==> src/rtl/hif_q_pkg.sv <==
// Shared defaults, state type and modulo-DEPTH pointer helpers for the
// high-frequency sample queue.
package hif_q_pkg;

    localparam int unsigned Q_DEPTH  = 1536;
    localparam int unsigned Q_AW     = 11;
    localparam int unsigned Q_TAPS   = 1021;
    localparam int unsigned Q_RD_LAT = 1;

    typedef enum logic [1:0] {
        FILL  = 2'd0,
        IDLE  = 2'd1,
        BURST = 2'd2,
        DRAIN = 2'd3
    } state_t;

    function automatic logic [Q_AW-1:0] ptr_inc(input logic [Q_AW-1:0] p);
        return (p == Q_AW'(Q_DEPTH - 1)) ? '0 : p + 1'b1;
    endfunction

    function automatic logic [Q_AW-1:0] ptr_sub(input logic [Q_AW-1:0] p,
                                                 input logic [Q_AW-1:0] n);
        logic [Q_AW:0] pe;
        logic [Q_AW:0] ne;
        pe = {1'b0, p};
        ne = {1'b0, n};
        return (pe >= ne) ? Q_AW'(pe - ne) : Q_AW'(pe + (Q_AW+1)'(Q_DEPTH) - ne);
    endfunction

endpackage

==> src/rtl/circ_ptr.sv <==
// Loadable pointer that wraps DEPTH-1 -> 0; load has priority over inc.
module circ_ptr #(
    parameter int unsigned AW    = 11,
    parameter int unsigned DEPTH = 1536
) (
    input  logic          clk,
    input  logic          rst,
    input  logic          inc,
    input  logic          load,
    input  logic [AW-1:0] load_val,
    output logic [AW-1:0] ptr
);

    localparam logic [AW-1:0] LAST = AW'(DEPTH - 1);

    always_ff @(posedge clk) begin
        if (rst)
            ptr <= '0;
        else if (load)
            ptr <= load_val;
        else if (inc)
            ptr <= (ptr == LAST) ? '0 : ptr + 1'b1;
    end

endmodule

==> src/rtl/hif_queue_sequencer.sv <==
// Circular sample queue controller: owns write/read pointers and sequences a
// TAPS-long read burst of the newest samples after every triggering write.
module hif_queue_sequencer
    import hif_q_pkg::*;
#(
    parameter int unsigned DEPTH  = Q_DEPTH,
    parameter int unsigned AW     = Q_AW,
    parameter int unsigned TAPS   = Q_TAPS,
    parameter int unsigned RD_LAT = Q_RD_LAT
) (
    input  logic          clk,
    input  logic          rst,
    input  logic          wrt_smpl,
    output logic          we,
    output logic [AW-1:0] waddr,
    output logic [AW-1:0] raddr,
    output logic          rd_en,
    output logic          smpl_vld,
    output logic          first_smpl,
    output logic          last_smpl,
    output logic          sequencing,
    output logic          full,
    output logic          overrun
);

    localparam logic [AW:0]   TAPS_X  = (AW+1)'(TAPS);
    localparam logic [AW:0]   SPAN    = (AW+1)'(TAPS - 1);
    localparam logic [AW:0]   DEPTH_X = (AW+1)'(DEPTH);
    localparam logic [AW-1:0] LAST_RD = AW'(TAPS - 1);
    localparam logic [AW-1:0] LAST_DR = AW'(RD_LAT - 1);

    state_t            state, state_nx;
    logic [AW:0]       cnt;
    logic              pending;
    logic [AW-1:0]     new_ptr, rd_ptr, last_w, beat, w_sel, oldest;
    logic [AW:0]       w_ext;
    logic              trigger, start, rd_issue, seq_int;
    logic [RD_LAT-1:0] vld_sr, first_sr, last_sr;

    assign trigger  = wrt_smpl && ((cnt + 1'b1) >= TAPS_X);
    assign seq_int  = (state == BURST) || (state == DRAIN);
    assign start    = !seq_int && (trigger || pending);
    assign rd_issue = (state == BURST);

    // A pending burst windows on the latest write, which may be this cycle's
    assign w_sel  = wrt_smpl ? new_ptr : last_w;
    assign w_ext  = {1'b0, w_sel};
    assign oldest = (w_ext >= SPAN) ? AW'(w_ext - SPAN) : AW'(w_ext + DEPTH_X - SPAN);

    circ_ptr #(.AW(AW), .DEPTH(DEPTH)) u_new_ptr (
        .clk      (clk),
        .rst      (rst),
        .inc      (wrt_smpl),
        .load     (1'b0),
        .load_val ('0),
        .ptr      (new_ptr)
    );

    circ_ptr #(.AW(AW), .DEPTH(DEPTH)) u_rd_ptr (
        .clk      (clk),
        .rst      (rst),
        .inc      (rd_issue),
        .load     (start),
        .load_val (oldest),
        .ptr      (rd_ptr)
    );

    always_comb begin
        state_nx = state;
        case (state)
            FILL, IDLE: if (start) state_nx = BURST;
            BURST:      if (beat == LAST_RD) state_nx = DRAIN;
            DRAIN:      if (beat == LAST_DR) state_nx = IDLE;
            default:    state_nx = FILL;
        endcase
    end

    always_ff @(posedge clk) begin
        if (rst) begin
            state    <= FILL;
            cnt      <= '0;
            pending  <= 1'b0;
            overrun  <= 1'b0;
            full     <= 1'b0;
            beat     <= '0;
            last_w   <= '0;
            vld_sr   <= '0;
            first_sr <= '0;
            last_sr  <= '0;
        end else begin
            state <= state_nx;
            if (wrt_smpl) begin
                last_w <= new_ptr;
                if (cnt != TAPS_X)
                    cnt <= cnt + 1'b1;
            end
            full <= (cnt == TAPS_X) || (wrt_smpl && ((cnt + 1'b1) == TAPS_X));

            // Triggers arriving mid-burst coalesce into one follow-up burst
            if (seq_int && trigger) begin
                pending <= 1'b1;
                if (pending)
                    overrun <= 1'b1;
            end else if (start) begin
                pending <= 1'b0;
            end

            if (!seq_int || (state_nx != state))
                beat <= '0;
            else
                beat <= beat + 1'b1;

            vld_sr[0]   <= rd_issue;
            first_sr[0] <= rd_issue && (beat == '0);
            last_sr[0]  <= rd_issue && (beat == LAST_RD);
            for (int unsigned i = 1; i < RD_LAT; i++) begin
                vld_sr[i]   <= vld_sr[i-1];
                first_sr[i] <= first_sr[i-1];
                last_sr[i]  <= last_sr[i-1];
            end
        end
    end

    assign we         = wrt_smpl & ~rst;
    assign waddr      = new_ptr;
    assign raddr      = rd_ptr;
    assign rd_en      = rd_issue & ~rst;
    assign smpl_vld   = vld_sr[RD_LAT-1] & ~rst;
    assign first_smpl = first_sr[RD_LAT-1] & ~rst;
    assign last_smpl  = last_sr[RD_LAT-1] & ~rst;
    assign sequencing = seq_int & ~rst;

endmodule

==> config.mk <==
export PLATFORM = sky130hd
export DESIGN_NAME = hif_queue_sequencer
export DESIGN_NICKNAME = d
export VERILOG_FILES = /design/src/rtl/hif_q_pkg.sv /design/src/rtl/circ_ptr.sv /design/src/rtl/hif_queue_sequencer.sv
export SDC_FILE = /design/constraint.sdc
export NUM_CORES = 1
export LEC_CHECK = 0
export CORE_MARGIN = 3
export CORE_UTILIZATION = 57
export CTS_CLUSTER_SIZE = 30
export DETAILED_ROUTE_END_ITERATION = 12
export GPL_TIMING_DRIVEN = 0
export PLACE_DENSITY = 0.8
export SYNTH_ARGS = -nofsm -noshare
export SYNTH_HDL_FRONTEND = slang
export SYNTH_SLANG_ARGS = --single-unit
==> constraint.sdc <==
create_clock -name clk -period 3.8 [get_ports clk]
set_clock_uncertainty 0.15 [all_clocks]
set_input_delay 1.14 -clock clk [delete_from_list [all_inputs] [get_ports clk]]
set_output_delay 1.14 -clock clk [all_outputs]
set_load 0.02 [all_outputs]
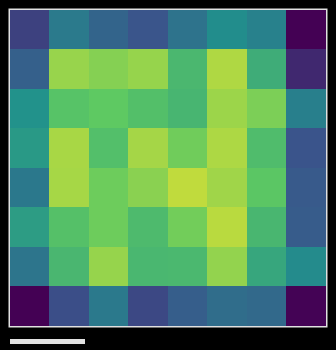
*Cell density map, run 1*
Scale bar: 20 µm. 8 x 8 tiles, from dark purple (low) to yellow (high), 0 to 100% covered.
The mean over all tiles is 57%. The fullest tile reaches 90%. 4.7% of the tiles are nearly empty. The densest ninth of the die: center. 31% of the tiles are over 75% full.

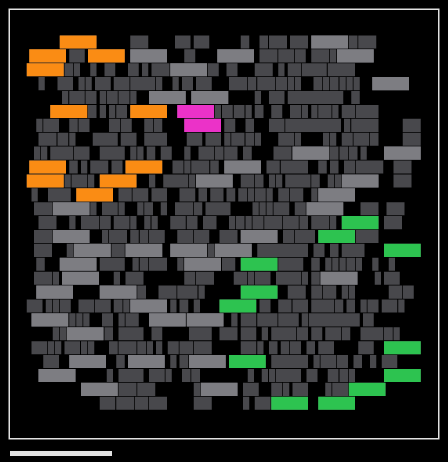
*Register map, names as in the netlist, run 1*
Scale bar: 20 µm. Other sequential cells in the stronger gray, the rest of the logic in the fainter gray.
Key: orange = beat [sequential cells 11, where upper left]; green = cnt [sequential cells 12]; magenta = state [sequential cells 2]
Another 39 sequential cells are not colored.

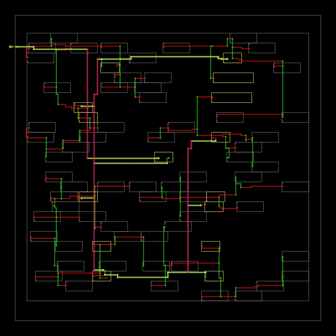
*The clock network, run 1*
TritonCTS Buffers: 9
clk_lat worst skew: 0.36 ns
clock-net power: 704 µW
flip-flops: 64
clock sinks: 64

==> flow_summary.toml, run 1 <==
# generated from flow reports
[synth]
top_logic_kind = "simple AND/OR/NAND/NOR gates"
ys_area_um2 = 3448
yosys.cell_count.top_type = "nor2_1"
synth-main-ff-cell = "dfxtp_1"
xor_share_pct = 8.636
syn_inst = 412
postSynthSeqShare_pct = 37.16
async_flop_share_pct = 0
synth_flops = 64
syn_area_um2 = 3448
yosys_warnings = 0
edf_count = 0
yosysCellCount = 412
top_area_share_pct = 37.16
top_cells_by_area = "dfxtp_1 (37%), nor2_1 (7.4%), xnor2_1 (4.3%)"
synthAoiAreaFrac_pct = 13.79
ys_sh_simple_pct = 28.92
ys_types = 62

[layout]
syn2layout_area_growth_pct = 18.83
drive_gt1_share_pct = 8.515
layout.area.comb_um2 = 2061
clkbuf_count = 13
comb_cells = 320
layout_top_cells = "nor2_1 (68), dfxtp_1 (64), nand2_1 (35), clkdlybuf4s50_1 (26)"
largest_reg_flops = 12
seq_share_pct = 31.27
layout.nonclk_buf_share_pct = 9.221
fillers = 458
fin_util_pct = 72.20
inv_count = 13
nNonClkBuffers = 46
top_register = "cnt"
regArea_um2 = 1281
comb_area_share_pct = 50.29
clock_area_share_pct = 5.832
layout.cells.most_common = "nor2_1"
largest_cell_class = "logic gates"
diodes = 0

[drt]
drtIter0Drc = 263
drcViolationCount = 0
vias_per_cell = 6.030
dr_wl_met3_um = 487
wl_um = 8319
vias = 3196
met2WireLength_um = 3966
met1_length_um = 3662
firstDrtPassIters = 7

[sta]
min_period_over_period_pct = 94.63
hold_viol = 0
fin_crit_ns = 3.596
max_clock_freq_mhz = 278.1
setup_ws_ns = 0.2042
worst-slew-pin-transition_ns = 0.8450
rsz0062_at_grt = "false"
slew_viol_final = 0
relSlewSlack_pct = 43.15

[global_route]
gr-usage-all-layers_pct = 24.99
antenna_found_initial = 0
grt_first_pass_wirelength_um = 14250
grt_pass1_vias = 2960
grt_max_degree = 11
grt-ovfl-total = 0
met3_usage_pct = 7.897
gr-usage-met2_pct = 38.90
top_usage_layer = "met2"

[setup_path]
setup.worst_path.end_class = "output pin"
arrival_ns = 2.31
path_delay_family = "buffers and inverters"
path_depth = 4
startpoint = "rst"
ff2ff_path_depth = 8
r2r_start = "cnt[0]"
crit_type = "in -> out"
crit_end = "rd_en"
cp-start-kind = "input port"
reg2reg_slack_ns = 0.95
crit_chain = "clkbuf_2 > nand2b_2 > nor2_1 > clkdlybuf4s50_1"
r2r_end = "u_rd_ptr.ptr[3]"
max_stage_delay_ns = 0.62
cp.required_ns = 2.51
crit_buf_inv = 2

[pwr]
maxPowerGroup = "clock"
fin_total_pwr_mw = 1.439
power.density_nw_per_um2 = 351.1
p_clk_share_pct = 48.9
comb_power_uw = 53.8
power.leakage_nw = 1.533
switching_power_uw = 307.0
power_frac_seq_pct = 47.3
internal_power_mw = 1.132
p_seq_uw = 681
vdd_drop_max_v = 0.0002366
p_comb_share_pct = 3.7

[die]
fp_util_pct = 60.76
core_area_um2 = 5675
chipHeight_um = 83.78
num_rows = 27
nWellTaps = 72
fp.dieW_um = 83.78
ios = 33

[placement]
placed_area_um2 = 3849
port_buffers = 31
hpwl_um = 5716
place_ws_ns = -1.196
placed_cells = 515

[cts]
clk_pin_slew_ns = 0.07
cts-root-buf = "clkbuf_8"
clock_path_buffers = 2
htree_levels = 3
cts_setup_buffers = 0
cts_hold_buffers = 0
cts_resized = 13
cts_tree = "yes"

[status]
outcome = "completed"

[job]
warning_count = 29
drv_cap = 0

[worst_hold_path]
min_from = "beat[0]"
hold_depth = 1
### Wire density map, run 1

17 x 17 tiles, from dark purple (low) to yellow (high), scaled to the fullest tile. Values are wire area over tile area, all layers added.
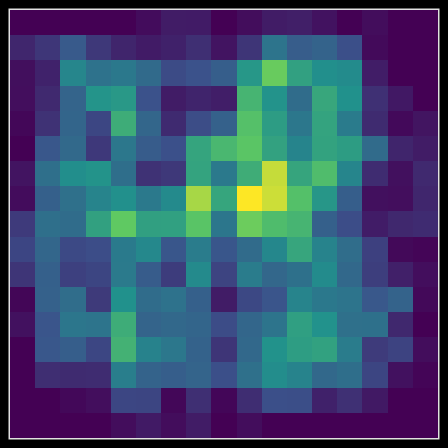

==> run 1 -> run 2 <==
RECOVER_POWER = 100   (was not set)
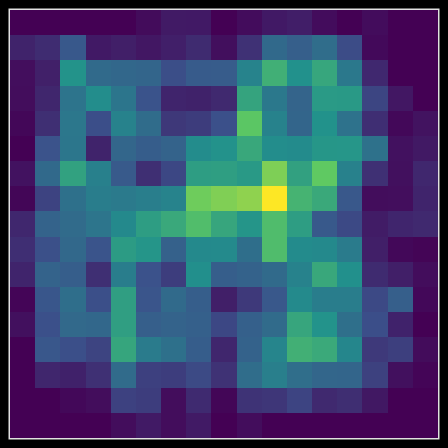
*Wire density map, run 2*
17 x 17 tiles, from dark purple (low) to yellow (high), scaled to the fullest tile. Values are wire area over tile area, all layers added.
The fullest tile reaches 0.75. 15% of the tiles are over half the peak. The densest ninth of the die: center. The mean over all tiles is 0.20.

==> flow_summary.toml, run 2 <==
# generated from flow reports
[pwr]
internal_power_mw = 1.130
power_frac_seq_pct = 47.5
power.leakage_nw = 1.598
p_clk_share_pct = 48.8
p_comb_share_pct = 3.7
comb_power_uw = 52.8
power.density_nw_per_um2 = 354.8
maxPowerGroup = "clock"
switching_power_uw = 302.9

[cts]
clock_latency_ns = 0.35
cts_resized = 13
clock_path_buffers = 2
clk_pin_slew_ns = 0.07
clock_sink_count = 64
cts_hold_buffers = 0
cts_buffers = 9
cts_tree = "yes"
cts-root-buf = "clkbuf_8"
htree_levels = 3
cts_setup_buffers = 0

[die]
chipHeight_um = 83.78
fp_util_pct = 60.76
nWellTaps = 72
num_rows = 27
fp.dieW_um = 83.78
ios = 33

[drt]
met1_length_um = 3692
firstDrtPassIters = 6
dr_wl_met3_um = 547
drtIter0Drc = 271
vias = 3233
wl_um = 8394
vias_per_cell = 6.100

[placement]
place_ws_ns = -1.196
port_buffers = 31
placed_cells = 515
hpwl_um = 5716

[synth]
ys_types = 62
yosys_warnings = 0
top_logic_kind = "simple AND/OR/NAND/NOR gates"
syn_inst = 412
ys_area_um2 = 3448
top_area_share_pct = 37.16
top_cells_by_area = "dfxtp_1 (37%), nor2_1 (7.4%), xnor2_1 (4.3%)"
yosys.cell_count.top_type = "nor2_1"
ys_sh_simple_pct = 28.92
xor_share_pct = 8.636
postSynthSeqShare_pct = 37.16
yosysCellCount = 412
async_flop_share_pct = 0

[setup_path]
startpoint = "rst"
r2r_end = "u_rd_ptr.ptr[3]"
path_depth = 6
crit_end = "we"
max_stage_delay_ns = 0.32
cp-start-kind = "input port"
path_delay_family = "buffers and inverters"
arrival_ns = 2.33
r2r_start = "cnt[0]"
cp.required_ns = 2.51
reg2reg_slack_ns = 0.55
crit_chain = "clkbuf_2 > clkbuf_8 > buf_4 > clkbuf_2 > nor2_1 > dlygate4sd2_1"
ff2ff_path_depth = 8

[status]
outcome = "completed"

[layout]
fillers = 472
clock_area_share_pct = 5.915
inv_count = 13
layout.cells.most_common = "nor2_1"
diodes = 0
clkbuf_count = 13
seq_share_pct = 31.71
regArea_um2 = 1281
nNonClkBuffers = 46
comb_cells = 320
largest_cell_class = "logic gates"
layout.nonclk_buf_share_pct = 9.198
drive_gt1_share_pct = 6.550
top_register = "cnt"
flops = 64
largest_reg_flops = 12
layout_top_cells = "nor2_1 (68), dfxtp_1 (64), nand2_1 (35), dlygate4sd3_1 (25)"

[sta]
slew_viol_final = 0
hold_viol = 0
min_period_over_period_pct = 95.26
fin_crit_ns = 3.620
relSlewSlack_pct = 44.63
setup_ws_ns = 0.1800
rsz0062_at_grt = "false"
max_clock_freq_mhz = 276.2

[global_route]
grt_first_pass_wirelength_um = 14250
antenna_found_initial = 0
top_usage_layer = "met2"
gr-usage-all-layers_pct = 24.99
gr-usage-met2_pct = 38.90
grt_max_degree = 11
grt-ovfl-total = 0
met3_usage_pct = 7.897

[job]
warning_count = 29
drv_cap = 0

[worst_hold_path]
min_from = "beat[0]"
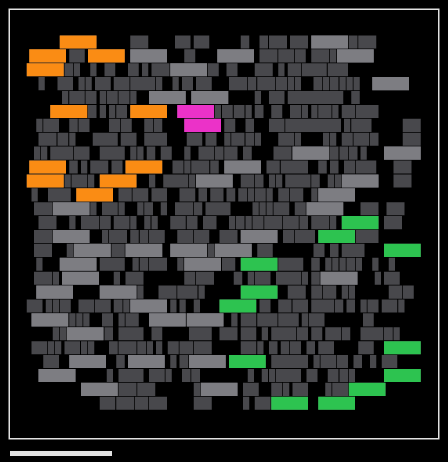
*Register map, names as in the netlist, run 2*
Scale bar: 20 µm. Other sequential cells in the stronger gray, the rest of the logic in the fainter gray.
Key: orange = beat [sequential cells 11, where upper left]; magenta = state [sequential cells 2]; green = cnt [sequential cells 12]

Power is estimated from default activity; no workload was simulated.
